$ cat src/rtl/exec_ctrl.sv
// exec_ctrl: sequences one instruction at a time through fetch, issue and
// wait-for-completion, retiring on the required done pulses or timing out.
module exec_ctrl #(
    parameter int FETCH_LAT = 2,
    parameter int TIMEOUT   = 255
) (
    input  logic        clk,
    input  logic        rstn,
    input  logic        start,
    input  logic        halt_req,
    input  logic [31:0] op,
    input  logic        jump_finish,
    input  logic        write_finish,
    input  logic        load_finish,
    input  logic        store_finish,
    input  logic        uart_send_done,
    output logic        fetch_en,
    output logic        d_valid,
    output logic        busy,
    output logic        halted,
    output logic        err,
    output logic [31:0] err_op,
    output logic [31:0] icount
);
    typedef enum logic [2:0] {S_IDLE, S_FETCH, S_ISSUE, S_WAIT, S_ERR} state_t;

    localparam logic [3:0] FETCH_LAST   = 4'(FETCH_LAT - 1);
    localparam logic [7:0] TIMEOUT_LAST = 8'(TIMEOUT - 1);

    // Done vector bit order: {uart, store, load, write, jump}
    localparam logic [4:0] D_JUMP  = 5'b00001;
    localparam logic [4:0] D_WRITE = 5'b00010;
    localparam logic [4:0] D_LOAD  = 5'b00100;
    localparam logic [4:0] D_STORE = 5'b01000;
    localparam logic [4:0] D_UART  = 5'b10000;

    state_t      state_q, state_d;
    logic [3:0]  fcnt_q, fcnt_d;
    logic [7:0]  tcnt_q, tcnt_d;
    logic [4:0]  mask_q, mask_d;
    logic [4:0]  flags_q, flags_d;
    logic [31:0] op_q, op_d;
    logic [31:0] err_op_q, err_op_d;
    logic [31:0] icount_q, icount_d;
    logic        halted_q, halted_d;
    logic        err_q, err_d;

    logic [4:0]  done_in;
    logic [4:0]  mask_dec;
    logic [5:0]  opcode;
    logic [5:0]  func;
    logic        retire;
    logic        timeout;

    assign done_in = {uart_send_done, store_finish, load_finish, write_finish, jump_finish};
    assign opcode  = op[31:26];
    assign func    = op[5:0];
    assign retire  = (state_q == S_WAIT) && (((flags_q | done_in) & mask_q) == mask_q);
    assign timeout = (state_q == S_WAIT) && !retire && (tcnt_q == TIMEOUT_LAST);

    // Recognised set: SPECIAL, J/JAL, BEQ/BNE, ALU immediates 0x08-0x0F, COP1,
    // loads, stores, SWC2, OUT. Anything else needs only jump_finish.
    always_comb begin
        mask_dec = D_JUMP;
        case (opcode)
            6'h23, 6'h31: mask_dec = D_JUMP | D_LOAD | D_WRITE;
            6'h2B, 6'h39: mask_dec = D_JUMP | D_STORE;
            6'h3A:        mask_dec = D_JUMP | D_UART;
            6'h02, 6'h04, 6'h05, 6'h3F: mask_dec = D_JUMP;
            6'h00:        mask_dec = (func == 6'h08) ? D_JUMP : (D_JUMP | D_WRITE);
            6'h11:        mask_dec = (func == 6'h10 || func == 6'h11) ? D_JUMP : (D_JUMP | D_WRITE);
            6'h03, 6'h08, 6'h09, 6'h0A, 6'h0B,
            6'h0C, 6'h0D, 6'h0E, 6'h0F:  mask_dec = D_JUMP | D_WRITE;
            default:      mask_dec = D_JUMP;
        endcase
    end

    always_ff @(posedge clk or negedge rstn) begin
        if (!rstn) begin
            state_q  <= S_IDLE;
            fcnt_q   <= '0;
            tcnt_q   <= '0;
            mask_q   <= '0;
            flags_q  <= '0;
            op_q     <= '0;
            err_op_q <= '0;
            icount_q <= '0;
            halted_q <= 1'b0;
            err_q    <= 1'b0;
        end else begin
            state_q  <= state_d;
            fcnt_q   <= fcnt_d;
            tcnt_q   <= tcnt_d;
            mask_q   <= mask_d;
            flags_q  <= flags_d;
            op_q     <= op_d;
            err_op_q <= err_op_d;
            icount_q <= icount_d;
            halted_q <= halted_d;
            err_q    <= err_d;
        end
    end

    always_comb begin
        state_d = state_q;
        case (state_q)
            S_IDLE:  if (start) state_d = S_FETCH;
            S_FETCH: if (fcnt_q == FETCH_LAST) state_d = S_ISSUE;
            S_ISSUE: state_d = S_WAIT;
            S_WAIT: begin
                if (retire)       state_d = halt_req ? S_IDLE : S_FETCH;
                else if (timeout) state_d = S_ERR;
            end
            S_ERR:   if (start) state_d = S_FETCH;
            default: state_d = S_IDLE;
        endcase
    end

    // Retire takes priority over timeout, so a late final pulse still counts.
    always_comb begin
        fcnt_d   = (state_q == S_FETCH) ? fcnt_q + 4'd1 : 4'd0;
        tcnt_d   = tcnt_q;
        mask_d   = mask_q;
        flags_d  = flags_q;
        op_d     = op_q;
        err_op_d = err_op_q;
        icount_d = icount_q;
        halted_d = halted_q;
        err_d    = err_q;
        case (state_q)
            S_IDLE: if (start) halted_d = 1'b0;
            S_ISSUE: begin
                op_d    = op;
                mask_d  = mask_dec;
                flags_d = '0;
                tcnt_d  = '0;
            end
            S_WAIT: begin
                flags_d = flags_q | done_in;
                if (retire) begin
                    icount_d = icount_q + 32'd1;
                    halted_d = halt_req;
                end else begin
                    tcnt_d = tcnt_q + 8'd1;
                    if (timeout) begin
                        err_d    = 1'b1;
                        err_op_d = op_q;
                    end
                end
            end
            S_ERR: if (start) err_d = 1'b0;
            default: ;
        endcase
    end

    always_comb begin
        fetch_en = (state_q == S_FETCH) && (fcnt_q == 4'd0);
        d_valid  = (state_q == S_ISSUE);
        busy     = (state_q == S_FETCH) || (state_q == S_ISSUE) || (state_q == S_WAIT);
    end

    assign halted = halted_q;
    assign err    = err_q;
    assign err_op = err_op_q;
    assign icount = icount_q;

endmodule
$ cat config.mk
export PLATFORM = sky130hd
export DESIGN_NAME = exec_ctrl
export DESIGN_NICKNAME = d
export VERILOG_FILES = /design/src/rtl/exec_ctrl.sv
export SDC_FILE = /design/constraint.sdc
export NUM_CORES = 1
export LEC_CHECK = 0
export CAP_MARGIN = 20
export CORE_MARGIN = 10
export CORE_UTILIZATION = 46
export CTS_BUF_LIST = sky130_fd_sc_hd__clkbuf_8 sky130_fd_sc_hd__clkbuf_16
export CTS_CLUSTER_SIZE = 40
export DETAILED_ROUTE_END_ITERATION = 10
export HOLD_SLACK_MARGIN = 0.06
export PLACE_DENSITY = 0.83
export SYNTH_ARGS = -nofsm -noshare
export SYNTH_HDL_FRONTEND = slang
export SYNTH_SLANG_ARGS = --single-unit
$ cat constraint.sdc
create_clock -name clk -period 2.1 [get_ports clk]
set_input_delay 0.315 -clock clk [delete_from_list [all_inputs] [get_ports clk]]
set_output_delay 0.315 -clock clk [all_outputs]
set_load 0.02 [all_outputs]
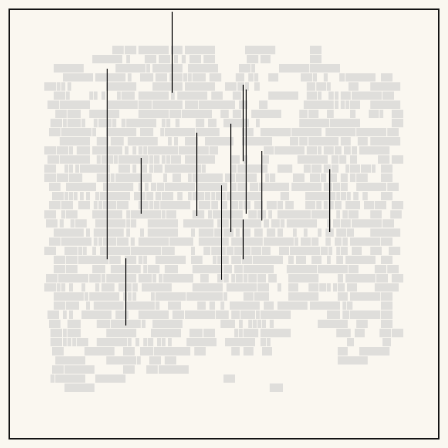
(run_1/layer_met4.png)
Cells faint in the background.
main direction: vertical
longest straight run: 56.4 um
wire length on this layer: 310 um

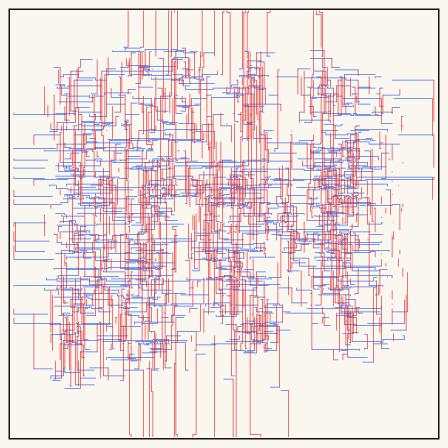
(run_1/wires.png)
Only two layers are drawn.
[metal 2] red | wire length: 6700 um
[metal 1] blue | wire length: 5210 um

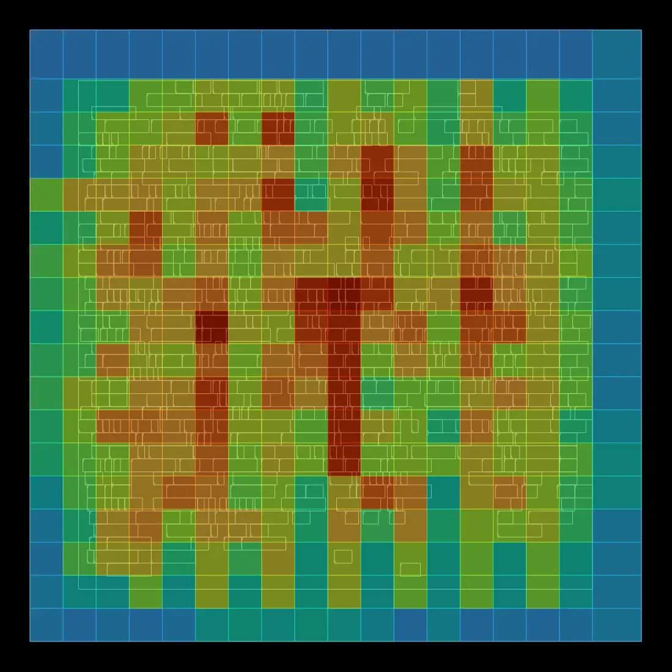
(run_1/congestion.png)
Util after Layout: 65.7%
M2 GR Usage: 27.5%
GRT met3 Usage: 6.91%
total track usage: 16.7%

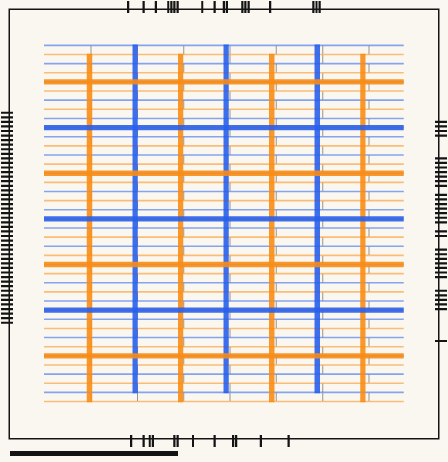
(run_1/power_grid.png)
The bar under the picture is 50 um long. Pins as bars on the die edge. Tap cells in grey.
[VDD] blue
[VSS] orange
signal pins: 110
met1 rails: 40
met5 straps: 7
met4 straps: 7
tap cells: 143

==> reports/metrics.csv, run 1 <==
stage,metric,value,unit
outcome,status,finished clean,
timing,Slew @ Worst Pin,0.598,ns
job,maxcap violations,0,
logic_synthesis,Ys Warns,0,
global_route,total grt overflow,0,
timing,Slew Limit Fails,0,
layout,sequential cells,123,
logic_synthesis,Yosys Chip Area,5320,um2
logic_synthesis,Area leader share,57.9,%
global_route,GRT Max-Usage Layer,met2,
hold_path,hold path cells,3,
layout,most frequent cells in the layout,"dfrtp_1 (122), nand2_1 (118), clkdlybuf4s50_1 (105)",
layout,share of cells above drive strength 1,16.7,%
timing,post-layout period usage,96.8,%
layout,register area,3080,um2
logic_synthesis,ys async rst share,100,%
drt,uppermost layer routed,met4,
pwr,P per Cell Area,1120,nW/um2
logic_synthesis,Basic Gates by Area,19.3,%
logic_synthesis,Yosys top cell by area,dfrtp_1,
hold_path,Worst Hold Path EP,op_q[13]$_DFFE_PN0P_,
die,# IOs,110,
die,Init Core Util,46.8,%
logic_synthesis,XOR/XNOR share of the synthesized area,6.26,%
logic_synthesis,Mapped Area,5320,um2
logic_synthesis,synthesized net count,536,
setup_path,startpoint types,flop,
layout,most frequent logic cell in the layout,dfrtp_1,
cts,Post-CTS Resized,5,
timing,Peak Freq,492,MHz
cts,total CTS buffers,17,
pwr,Clk. pwr,3.17,mW
drt,"wirelength, routed",13500,um
logic_synthesis,Top logic family,simple AND/OR/NAND/NOR gates,
setup_path,crit path cell chain,"or3b_4, nor2_1, clkdlybuf4s15_2",
layout,Final Instance Area,7470,um2
setup_path,worst path arrival time,1.72,ns
setup_path,"reg-to-reg slack, setup",0.08,ns
placed_design,PortBufs,109,
pwr,Comb pwr share,23.7,%
pwr,Pleak,3.51,nW
layout,Logic area,2130,um2
timing,Fin. Hold Viols,0,
timing,final worst slack,0.0669,ns
layout,buffering overhead,18.6,%
cts,CTS Hold Bufs,1,
cts,clock root buffer,clkbuf_16,
layout,clock buffers,17,
logic_synthesis,ys flops,123,
drt,drt first pass iters,4,
drt,Iteration-0 DRC Markers,340,
setup_path,max incr delay on CP,0.45,ns
drt,Met2 Routed Length,6700,um
pwr,Seq group,3.24,mW
cts,H-tree depth,4,
==> run_1/detail.png <==
Window x 83 to 108, y 19 to 44 um. Cells in grey, sequential cells in the stronger grey; small squares are vias.
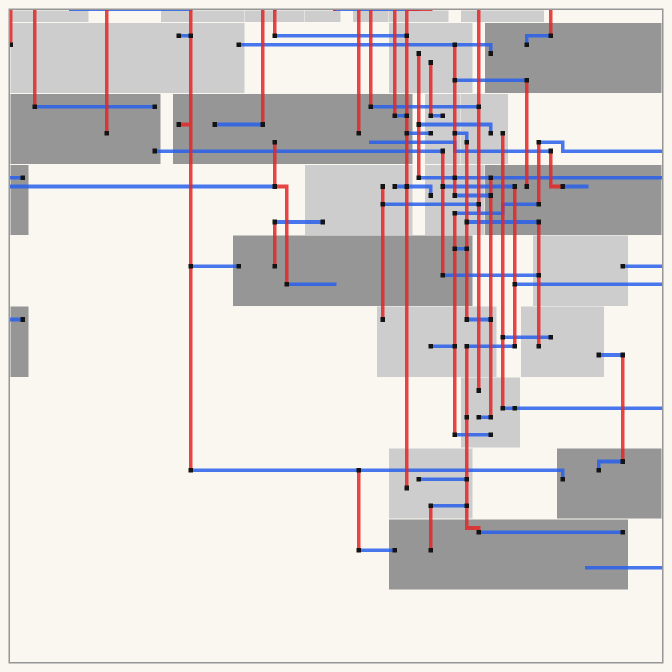

## Run 2: what changed since run 1
CAP_MARGIN = 25   (was 20)
PLACE_DENSITY = 0.79   (was 0.83)
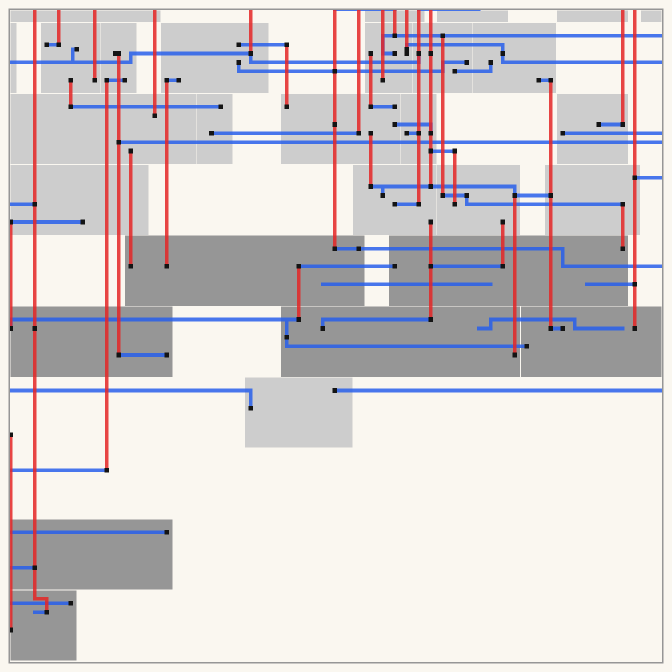
(run_2/detail.png)
Window x 83 to 108, y 19 to 44 um. Cells in grey, sequential cells in the stronger grey; small squares are vias.
[metal 2] red
[metal 1] blue
most frequent: dfrtp_1 (6)
netlist names of flops here include: icount (4)
sequential cells in the window: 6
cells with their middle in the window: 22

==> reports/metrics.csv, run 2 <==
stage,metric,value,unit,change
outcome,status,finished clean,,
cts,number of setup buffers added after CTS,0,,
global_route,initial antenna violation count,0,,
global_route,M2 GR Usage,25.2,%,-2.3 points
cts,clock root buffer,clkbuf_16,,
global_route,total track usage,16.2,%,-0.46 points
setup_path,max incr delay on CP,0.37,ns,-0.08 ns
pwr,P per Cell Area,1110,nW/um2,-1.4%
layout,clock buffers,18,,+1
logic_synthesis,Yosys Chip Area,5320,um2,unchanged
drt,Met2 Routed Length,6240,um,-6.9%
logic_synthesis,top cells by count,"dfrtp_1 (123), nand2_1 (118), nor2_1 (32)",,
timing,Slew Limit Fails,0,,unchanged
pwr,Pleak,3.47,nW,-0.99%
logic_synthesis,Basic Gates by Area,19.3,%,unchanged
die,# IOs,110,,unchanged
timing,Fin. Hold Viols,0,,unchanged
global_route,GRT met3 Usage,6.95,%,+0.041 points
layout,buffering overhead,18.3,%,-0.26 points
logic_synthesis,Area leader share,57.9,%,unchanged
drt,DRT met1 WL,5470,um,
layout,share of cells above drive strength 1,16.0,%,-0.70 points
layout,Final Instance Area,7390,um2,-1.1%
layout,Top class by area,registers,,
timing,final hold slack,0.334,ns,
logic_synthesis,ys flops,123,,unchanged
drt,uppermost layer routed,met4,,
layout,Util after Layout,65.0,%,-0.75 points
drt,Iteration-0 DRC Markers,306,,-10%
logic_synthesis,synthesized net count,536,,unchanged
drt,drt first pass iters,4,,unchanged
setup_path,"reg-to-reg slack, setup",0.05,ns,-0.03 ns
logic_synthesis,Mapped Area,5320,um2,unchanged
die,chip footprint,16300,um2,
cts,H-tree depth,4,,unchanged
cts,Post-CTS Resized,4,,-1
timing,post-layout period usage,97.6,%,+0.78 points
global_route,GRT Max-Usage Layer,met2,,
cts,CTS Hold Bufs,1,,unchanged
setup_path,startpoint types,flop,,
drt,met3 wire length,1260,um,
drt,"wirelength, routed",13200,um,-2.1%
logic_synthesis,most common cell in the synthesized netlist,dfrtp_1,,
pwr,Clk. pwr,2.98,mW,-6%
timing,Slew @ Worst Pin,0.477,ns,-0.121 ns
layout,most frequent logic cell in the layout,dfrtp_1,,
pwr,Comb pwr share,24.2,%,+0.5 points
setup_path,worst path arrival time,2.34,ns,+0.62 ns
pwr,Seq group,3.23,mW,about the same
setup_path,"slowest stage cell, crit path",dfrtp_1,,
timing,Peak Freq,488,MHz,-0.80%
layout,register area,3080,um2,unchanged
layout,clock-cell share of area,8.23,%,
layout,Logic area,2120,um2,-0.47%
logic_synthesis,Ys Warns,0,,unchanged
setup_path,crit path cell chain,"and3_1, and3_4, nand3_2, nor4b_4, buf_4, clkbuf_16, mux2_1",,
die,Init Core Util,46.8,%,unchanged
global_route,total grt overflow,0,,unchanged
placed_design,PortBufs,109,,unchanged
die,tap cells,143,,
layout,sequential cells,123,,unchanged
logic_synthesis,Yosys top cell by area,dfrtp_1,,
layout,most frequent cells in the layout,"dfrtp_1 (122), nand2_1 (118), clkdlybuf4s50_1 (105)",,
cts,total CTS buffers,17,,unchanged
timing,final worst slack,0.0505,ns,-0.0164 ns
logic_synthesis,Top logic family,simple AND/OR/NAND/NOR gates,,
job,maxcap violations,0,,unchanged
logic_synthesis,XOR/XNOR share of the synthesized area,6.26,%,unchanged
layout,Final #Nets,678,,
No activity file was given, so power comes from the tool's default toggle rates.
